Fig. 1: I/O nets highlighted
(1 px per µm)
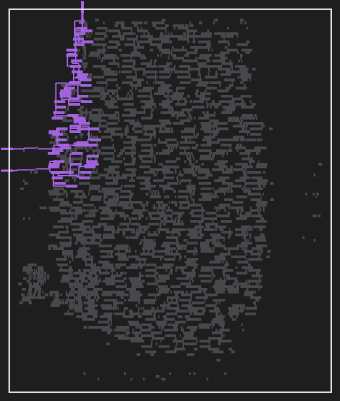
Fig. 2: I/O pins on the die edge
(1 px per µm) Pins as bars across the die edge, other pins in gray.
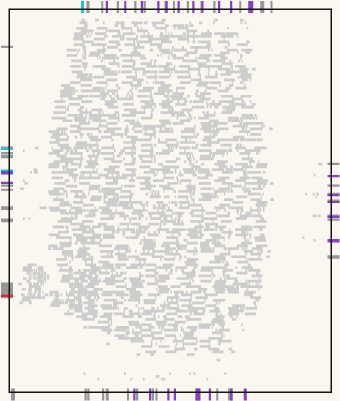
Fig. 3: placed standard cells
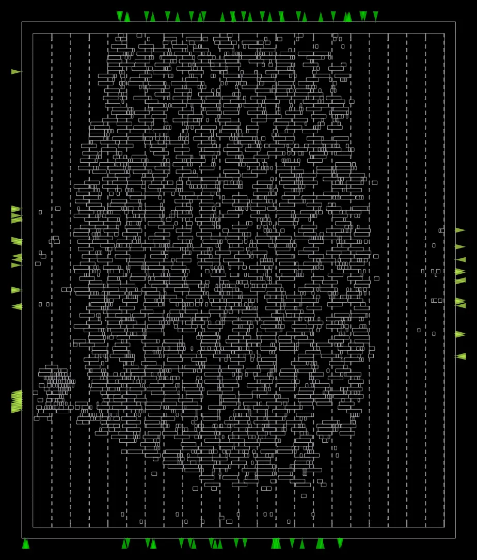
--- src/rtl/amba_axi4_stream_fifo_pkg.sv ---
// ---------------------------------------------------------------------------
// amba_axi4_stream_fifo_pkg
// Shared constants and helpers for the AXI4-Stream FIFO slice.
//   MIN_DEPTH : smallest legal DEPTH (beats)
//   w_msb()   : sideband width -> MSB index; a width of 0 maps to a 1-bit
//               field (MSB 0)
// The beat storage layout, MSB to LSB, is {last, user, dest, id, keep, strb,
// data}. It depends on module parameters, so the packed struct itself is
// declared in the top level using w_msb() for the sideband fields.
// ---------------------------------------------------------------------------
package amba_axi4_stream_fifo_pkg;

  localparam int unsigned MIN_DEPTH = 2;

  function automatic int unsigned w_msb(input int unsigned width);
    return (width == 0) ? 0 : width - 1;
  endfunction

endpackage

--- src/rtl/amba_axi4_stream_fifo_if.sv ---
// ---------------------------------------------------------------------------
// amba_axi4_stream_fifo_if
// One AXI4-Stream link (handshake + payload).
//   master : drives TVALID and payload, receives TREADY
//   slave  : receives TVALID and payload, drives TREADY
// Sidebands with a width parameter of 0 collapse to an unused 1-bit field.
// ---------------------------------------------------------------------------
interface amba_axi4_stream_fifo_if
  import amba_axi4_stream_fifo_pkg::*;
#(
  parameter int unsigned DATA_WIDTH_BYTES = 4,
  parameter int unsigned ID_WIDTH         = 0,
  parameter int unsigned DEST_WIDTH       = 0,
  parameter int unsigned USER_WIDTH       = 0
);

  logic                            TVALID;
  logic                            TREADY;
  logic [8*DATA_WIDTH_BYTES-1:0]   TDATA;
  logic [DATA_WIDTH_BYTES-1:0]     TSTRB;
  logic [DATA_WIDTH_BYTES-1:0]     TKEEP;
  logic                            TLAST;
  logic [w_msb(ID_WIDTH):0]        TID;
  logic [w_msb(DEST_WIDTH):0]      TDEST;
  logic [w_msb(USER_WIDTH):0]      TUSER;

  modport master (
    output TVALID, TDATA, TSTRB, TKEEP, TLAST, TID, TDEST, TUSER,
    input  TREADY
  );

  modport slave (
    input  TVALID, TDATA, TSTRB, TKEEP, TLAST, TID, TDEST, TUSER,
    output TREADY
  );

endinterface

--- src/rtl/amba_axi4_stream_fifo_mem.sv ---
// ---------------------------------------------------------------------------
// amba_axi4_stream_fifo_mem
// DEPTH x WIDTH register array: one synchronous write port, one asynchronous
// read port. Contents are not reset.
//   i_clk   : clock (rising edge)
//   i_we    : write enable
//   i_waddr : write address
//   i_wdata : write data
//   i_raddr : read address
//   o_rdata : read data (combinational)
// ---------------------------------------------------------------------------
module amba_axi4_stream_fifo_mem #(
  parameter int unsigned WIDTH = 8,
  parameter int unsigned DEPTH = 16,
  parameter int unsigned AW    = $clog2(DEPTH)
) (
  input  logic             i_clk,
  input  logic             i_we,
  input  logic [AW-1:0]    i_waddr,
  input  logic [WIDTH-1:0] i_wdata,
  input  logic [AW-1:0]    i_raddr,
  output logic [WIDTH-1:0] o_rdata
);

  logic [WIDTH-1:0] r_mem [DEPTH];

  always_ff @(posedge i_clk) begin
    if (i_we) begin
      r_mem[i_waddr] <= i_wdata;
    end
  end

  assign o_rdata = r_mem[i_raddr];

endmodule

--- src/rtl/amba_axi4_stream_fifo.sv ---
// ---------------------------------------------------------------------------
// amba_axi4_stream_fifo
// AXI4-Stream synchronous FIFO, DEPTH beats of {TDATA,TSTRB,TKEEP,TLAST,TID,
// TDEST,TUSER}. Registered TREADY, no bypass path (one cycle fall-through).
//   ACLK    : clock (rising edge)
//   ARESETn : asynchronous active-low reset
//   s_axis  : input stream (slave modport)
//   m_axis  : output stream (master modport)
//   LEVEL   : beats currently stored (registered)
// Optional macro AXI4_STREAM_FIFO_PACKET_MODE_EN: store-and-forward; output
// TVALID is held off until a complete packet is stored, or the FIFO is full.
// ---------------------------------------------------------------------------
module amba_axi4_stream_fifo
  import amba_axi4_stream_fifo_pkg::*;
#(
  parameter int unsigned DATA_WIDTH_BYTES = 4,
  parameter int unsigned ID_WIDTH         = 0,
  parameter int unsigned DEST_WIDTH       = 0,
  parameter int unsigned USER_WIDTH       = 0,
  parameter int unsigned DEPTH            = 16
) (
  input  logic                      ACLK,
  input  logic                      ARESETn,
  amba_axi4_stream_fifo_if.slave    s_axis,
  amba_axi4_stream_fifo_if.master   m_axis,
  output logic [$clog2(DEPTH):0]    LEVEL
);

  localparam int unsigned AW = $clog2(DEPTH);
  localparam logic [AW:0]   CNT_ONE  = (AW+1)'(1);
  localparam logic [AW:0]   CNT_FULL = (AW+1)'(DEPTH);
  localparam logic [AW-1:0] PTR_ONE  = AW'(1);

  typedef struct packed {
    logic                          last;
    logic [w_msb(USER_WIDTH):0]    user;
    logic [w_msb(DEST_WIDTH):0]    dest;
    logic [w_msb(ID_WIDTH):0]      id;
    logic [DATA_WIDTH_BYTES-1:0]   keep;
    logic [DATA_WIDTH_BYTES-1:0]   strb;
    logic [8*DATA_WIDTH_BYTES-1:0] data;
  } beat_t;

  logic [AW-1:0] r_wr_ptr;
  logic [AW-1:0] r_rd_ptr;
  logic [AW:0]   r_count;
  logic          r_s_tready;
  logic [AW:0]   w_count_nxt;
  logic          w_push;
  logic          w_pop;
  logic          w_full;
  logic          w_m_tvalid;
  beat_t         w_wr_beat;
  beat_t         w_rd_beat;

  assign w_push = s_axis.TVALID & r_s_tready;
  assign w_pop  = w_m_tvalid & m_axis.TREADY;
  assign w_full = (r_count == CNT_FULL);

  // Zero-width sidebands are stored as constant 0 so the output reads 0.
  always_comb begin
    w_wr_beat      = '0;
    w_wr_beat.last = s_axis.TLAST;
    w_wr_beat.user = (USER_WIDTH == 0) ? '0 : s_axis.TUSER;
    w_wr_beat.dest = (DEST_WIDTH == 0) ? '0 : s_axis.TDEST;
    w_wr_beat.id   = (ID_WIDTH   == 0) ? '0 : s_axis.TID;
    w_wr_beat.keep = s_axis.TKEEP;
    w_wr_beat.strb = s_axis.TSTRB;
    w_wr_beat.data = s_axis.TDATA;
  end

  always_comb begin
    w_count_nxt = r_count;
    if (w_push && !w_pop) begin
      w_count_nxt = r_count + CNT_ONE;
    end else if (!w_push && w_pop) begin
      w_count_nxt = r_count - CNT_ONE;
    end
  end

  // TREADY is the registered !full of the next count, so a pop while full
  // re-opens the input one cycle later rather than in the same cycle.
  always_ff @(posedge ACLK or negedge ARESETn) begin
    if (!ARESETn) begin
      r_wr_ptr   <= '0;
      r_rd_ptr   <= '0;
      r_count    <= '0;
      r_s_tready <= 1'b0;
    end else begin
      if (w_push) begin
        r_wr_ptr <= r_wr_ptr + PTR_ONE;
      end
      if (w_pop) begin
        r_rd_ptr <= r_rd_ptr + PTR_ONE;
      end
      r_count    <= w_count_nxt;
      r_s_tready <= (w_count_nxt != CNT_FULL);
    end
  end

`ifdef AXI4_STREAM_FIFO_PACKET_MODE_EN
  logic [AW:0] r_pkt_cnt;
  logic        w_pkt_in;
  logic        w_pkt_out;

  assign w_pkt_in  = w_push & s_axis.TLAST;
  assign w_pkt_out = w_pop & w_rd_beat.last;

  always_ff @(posedge ACLK or negedge ARESETn) begin
    if (!ARESETn) begin
      r_pkt_cnt <= '0;
    end else if (w_pkt_in && !w_pkt_out) begin
      r_pkt_cnt <= r_pkt_cnt + CNT_ONE;
    end else if (!w_pkt_in && w_pkt_out) begin
      r_pkt_cnt <= r_pkt_cnt - CNT_ONE;
    end
  end

  // Full override lets packets longer than DEPTH drain instead of deadlocking.
  // Both terms only fall on a pop, so TVALID never drops before a handshake.
  assign w_m_tvalid = (r_count != '0) & ((r_pkt_cnt != '0) | w_full);
`else
  assign w_m_tvalid = (r_count != '0);
`endif

  amba_axi4_stream_fifo_mem #(
    .WIDTH ($bits(beat_t)),
    .DEPTH (DEPTH),
    .AW    (AW)
  ) u_mem (
    .i_clk   (ACLK),
    .i_we    (w_push),
    .i_waddr (r_wr_ptr),
    .i_wdata (w_wr_beat),
    .i_raddr (r_rd_ptr),
    .o_rdata (w_rd_beat)
  );

  assign s_axis.TREADY = r_s_tready;

  assign m_axis.TVALID = w_m_tvalid;
  assign m_axis.TDATA  = w_rd_beat.data;
  assign m_axis.TSTRB  = w_rd_beat.strb;
  assign m_axis.TKEEP  = w_rd_beat.keep;
  assign m_axis.TLAST  = w_rd_beat.last;
  assign m_axis.TID    = w_rd_beat.id;
  assign m_axis.TDEST  = w_rd_beat.dest;
  assign m_axis.TUSER  = w_rd_beat.user;

  assign LEVEL = r_count;

endmodule

--- src/flat_wrapper.sv ---
// flat-port wrapper written by rule: the top's interface ports become plain ports
module amba_axi4_stream_fifo_flat import amba_axi4_stream_fifo_pkg::*;
#(
  parameter int unsigned DATA_WIDTH_BYTES = 4,
  parameter int unsigned ID_WIDTH         = 0,
  parameter int unsigned DEST_WIDTH       = 0,
  parameter int unsigned USER_WIDTH       = 0,
  parameter int unsigned DEPTH            = 16
)
  (ACLK, ARESETn, LEVEL, s_axis_TVALID, s_axis_TDATA, s_axis_TSTRB, s_axis_TKEEP, s_axis_TLAST, s_axis_TID, s_axis_TDEST, s_axis_TUSER, s_axis_TREADY, m_axis_TVALID, m_axis_TDATA, m_axis_TSTRB, m_axis_TKEEP, m_axis_TLAST, m_axis_TID, m_axis_TDEST, m_axis_TUSER, m_axis_TREADY);
  amba_axi4_stream_fifo_if #(.DATA_WIDTH_BYTES(DATA_WIDTH_BYTES), .ID_WIDTH(ID_WIDTH), .DEST_WIDTH(DEST_WIDTH), .USER_WIDTH(USER_WIDTH)) s_axis_i ();
  amba_axi4_stream_fifo_if #(.DATA_WIDTH_BYTES(DATA_WIDTH_BYTES), .ID_WIDTH(ID_WIDTH), .DEST_WIDTH(DEST_WIDTH), .USER_WIDTH(USER_WIDTH)) m_axis_i ();
  input  logic ACLK;
  input  logic ARESETn;
  output logic [$clog2(DEPTH):0] LEVEL;
  input wire logic [$bits(s_axis_i.TVALID)-1:0] s_axis_TVALID;
  input wire logic [$bits(s_axis_i.TDATA)-1:0] s_axis_TDATA;
  input wire logic [$bits(s_axis_i.TSTRB)-1:0] s_axis_TSTRB;
  input wire logic [$bits(s_axis_i.TKEEP)-1:0] s_axis_TKEEP;
  input wire logic [$bits(s_axis_i.TLAST)-1:0] s_axis_TLAST;
  input wire logic [$bits(s_axis_i.TID)-1:0] s_axis_TID;
  input wire logic [$bits(s_axis_i.TDEST)-1:0] s_axis_TDEST;
  input wire logic [$bits(s_axis_i.TUSER)-1:0] s_axis_TUSER;
  output wire logic [$bits(s_axis_i.TREADY)-1:0] s_axis_TREADY;
  output wire logic [$bits(m_axis_i.TVALID)-1:0] m_axis_TVALID;
  output wire logic [$bits(m_axis_i.TDATA)-1:0] m_axis_TDATA;
  output wire logic [$bits(m_axis_i.TSTRB)-1:0] m_axis_TSTRB;
  output wire logic [$bits(m_axis_i.TKEEP)-1:0] m_axis_TKEEP;
  output wire logic [$bits(m_axis_i.TLAST)-1:0] m_axis_TLAST;
  output wire logic [$bits(m_axis_i.TID)-1:0] m_axis_TID;
  output wire logic [$bits(m_axis_i.TDEST)-1:0] m_axis_TDEST;
  output wire logic [$bits(m_axis_i.TUSER)-1:0] m_axis_TUSER;
  input wire logic [$bits(m_axis_i.TREADY)-1:0] m_axis_TREADY;
  assign s_axis_i.TVALID = s_axis_TVALID;
  assign s_axis_i.TDATA = s_axis_TDATA;
  assign s_axis_i.TSTRB = s_axis_TSTRB;
  assign s_axis_i.TKEEP = s_axis_TKEEP;
  assign s_axis_i.TLAST = s_axis_TLAST;
  assign s_axis_i.TID = s_axis_TID;
  assign s_axis_i.TDEST = s_axis_TDEST;
  assign s_axis_i.TUSER = s_axis_TUSER;
  assign s_axis_TREADY = s_axis_i.TREADY;
  assign m_axis_TVALID = m_axis_i.TVALID;
  assign m_axis_TDATA = m_axis_i.TDATA;
  assign m_axis_TSTRB = m_axis_i.TSTRB;
  assign m_axis_TKEEP = m_axis_i.TKEEP;
  assign m_axis_TLAST = m_axis_i.TLAST;
  assign m_axis_TID = m_axis_i.TID;
  assign m_axis_TDEST = m_axis_i.TDEST;
  assign m_axis_TUSER = m_axis_i.TUSER;
  assign m_axis_i.TREADY = m_axis_TREADY;
  amba_axi4_stream_fifo #(.DATA_WIDTH_BYTES(DATA_WIDTH_BYTES), .ID_WIDTH(ID_WIDTH), .DEST_WIDTH(DEST_WIDTH), .USER_WIDTH(USER_WIDTH), .DEPTH(DEPTH)) u_core (.ACLK(ACLK), .ARESETn(ARESETn), .s_axis(s_axis_i), .m_axis(m_axis_i), .LEVEL(LEVEL));
endmodule
--- config.mk ---
export PLATFORM = sky130hd
export DESIGN_NAME = amba_axi4_stream_fifo_flat
export DESIGN_NICKNAME = d
export VERILOG_FILES = /design/src/rtl/amba_axi4_stream_fifo_pkg.sv /design/src/rtl/amba_axi4_stream_fifo_if.sv /design/src/rtl/amba_axi4_stream_fifo_mem.sv /design/src/rtl/amba_axi4_stream_fifo.sv /design/src/flat_wrapper.sv
export SDC_FILE = /design/constraint.sdc
export NUM_CORES = 1
export LEC_CHECK = 0
export ABC_AREA = 1
export CORE_ASPECT_RATIO = 1.2
export CORE_MARGIN = 8
export CORE_UTILIZATION = 24
export DETAILED_ROUTE_END_ITERATION = 7
export GPL_TIMING_DRIVEN = 0
export PLACE_DENSITY_LB_ADDON = 0.2
export SKIP_LAST_GASP = 1
export SLEW_MARGIN = 30
export SYNTH_ARGS = -nofsm -noshare
export SYNTH_HDL_FRONTEND = slang
export SYNTH_SLANG_ARGS = --single-unit
--- constraint.sdc ---
create_clock -name ACLK -period 3.5 [get_ports ACLK]
set_input_delay 0.7 -clock ACLK [delete_from_list [all_inputs] [get_ports ACLK]]
set_output_delay 0.7 -clock ACLK [all_outputs]
set_load 0.02 [all_outputs]
==> ci_impl_report.md <==
## Implementation flow summary

| Metric | Value |
|---|---|
| Maxcap violations | `0` |
| H-tree depth | `3` |
| TNS Setup | `0 ns` |
| CP Max Fanout | `10` |
| Reg-to-Reg End | `u_core.u_mem.r_mem[4][21]$_DFFE_PP_` |
| Total power | `29130 µW` |
| Antenna Violating Nets Remaining | `0` |
| Post-Syn Instances | `2031` |
| Final Wtd Congestion | `0.7608` |
| Yosys simple share | `9.602%` |
| Final WS setup | `0.05395 ns` |
| Max Fclk | `290.2 MHz` |
| Antenna cells | `1` |
| Non-clk bufs | `281` |
| DR vias/cell | `4.525` |
| DIE AREA | `0.1222 mm²` |
| Status | `finished, final reports clean` |
| GR Overflow Total | `0` |
| Crit path kind | `reg2out` |
| Post-synth top area cell | `edfxtp_1` |
| Setup bufs post-CTS | `0` |
| Clk root buf | `clkbuf_16` |
| Non-clock buffer share | `9.143%` |
| RSZ-0062 raised after global routing | `true` |
| Rel. slew slack | `41.31%` |
| Clk ins delay skew pair | `0.61 ns` |
| Combinational share of power | `41.0%` |
| Fill cell count | `11160` |
| Final HPWL DP | `62.73 mm` |
| Dominant logic cell type in the layout | `edfxtp_1` |
| Worst Tran Pin Value | `0.8775 ns` |
| Gr usage total | `14.48%` |
| Clock buffer depth | `3` |
| Critical Path Max Stage Delay | `0.37 ns` |
| CORE AREA | `0.1108 mm²` |
| DRT Wirelength | `90.85 mm` |
| YS chip area | `0.02670 mm²` |
| Sw Pwr | `11650 µW` |
| Dpl cells | `3669` |
-- Fig. 1 (at the start) --
| color | port | bits | direction | end cells | wire |
|---|---|---|---|---|---|
| purple | s_axis_TSTRB | 4 | input | 64 | 810 µm |
IO buf count: 92
I/O Pins: 99

-- Fig. 2 (at the start) --
| color | port | pins | direction | edge |
|---|---|---|---|---|
| cyan | s_axis_TSTRB | 4 | input | 2 top, 2 left |
| purple | m_axis_TDATA | 32 | output | 13 top, 10 bottom, 6 right, 3 left |
| red | s_axis_TVALID | 1 | input | left |
all pins by edge: 30 top, 28 bottom, 27 left, 14 right
Die X: 320.5 µm
Die Y: 381.4 µm

-- Fig. 3 (at the start) --
sequential share of cell area: 60.32%
fin util: 29.99%

-- cells by family (layout without fill, tap and decap cells) --
family | after synthesis | count (layout)
flops | 670 | 670
buf+inv | 157 | 421
xor+xnor | 8 | 8
simple gates | 646 | 646
compound gates | 542 | 542
fa+ha+maj | 7 | 7
other cells | 1 | 4
-- cells in the mapped netlist --
| cell type | count |
|---|---|
| buf_8 | 1 |
| conb_1 | 1 |
| o21ai_2 | 2 |
| edfxtp_1 | 656 |
| o21ai_1 | 133 |
| o21ai_0 | 242 |
| buf_1 | 17 |
| nor2_1 | 487 |
| ha_1 | 7 |
| buf_4 | 16 |
| clkinv_1 | 3 |
| clkbuf_1 | 66 |
| o211ai_2 | 2 |
| o211ai_1 | 162 |
| xor2_1 | 8 |
| nor2_2 | 26 |
| nand2_1 | 82 |
| nand4_1 | 7 |
| buf_6 | 11 |
| o21a_1 | 1 |
| buf_2 | 30 |
| nand2_2 | 1 |
| dfrtp_1 | 14 |
| nand3_1 | 43 |
| inv_1 | 12 |
| inv_4 | 1 |
-- per-layer routing --
metal  share of wire (%)  GRT usage (%)  up-vias
li1                    -              -     7893
met1                  42          18.00     8683
met2                  52          25.87      471
met3                 4.2          1.890      117
met4                 2.5          4.587        4
met5               0.029              0        -
-- power groups by stage --
stage	clock network, µW	registers [µW]	logic (µW)
global placement	0	10100	11600
detailed placement	0	10000	12300
finish	7310	9880	11900
global route	7760	9930	13000
CTS	7480	9880	12300
floorplan	0	10100	6140
-- sequential cells by signal (all words and copies together), names as in the netlist --
signal	flops
u_core.s_axis.TREADY	1
u_core.LEVEL	5
u_core.r_wr_ptr	4
u_core.u_mem.r_mem	656
u_core.r_rd_ptr	4
No activity file was given, so power comes from the tool's default toggle rates.
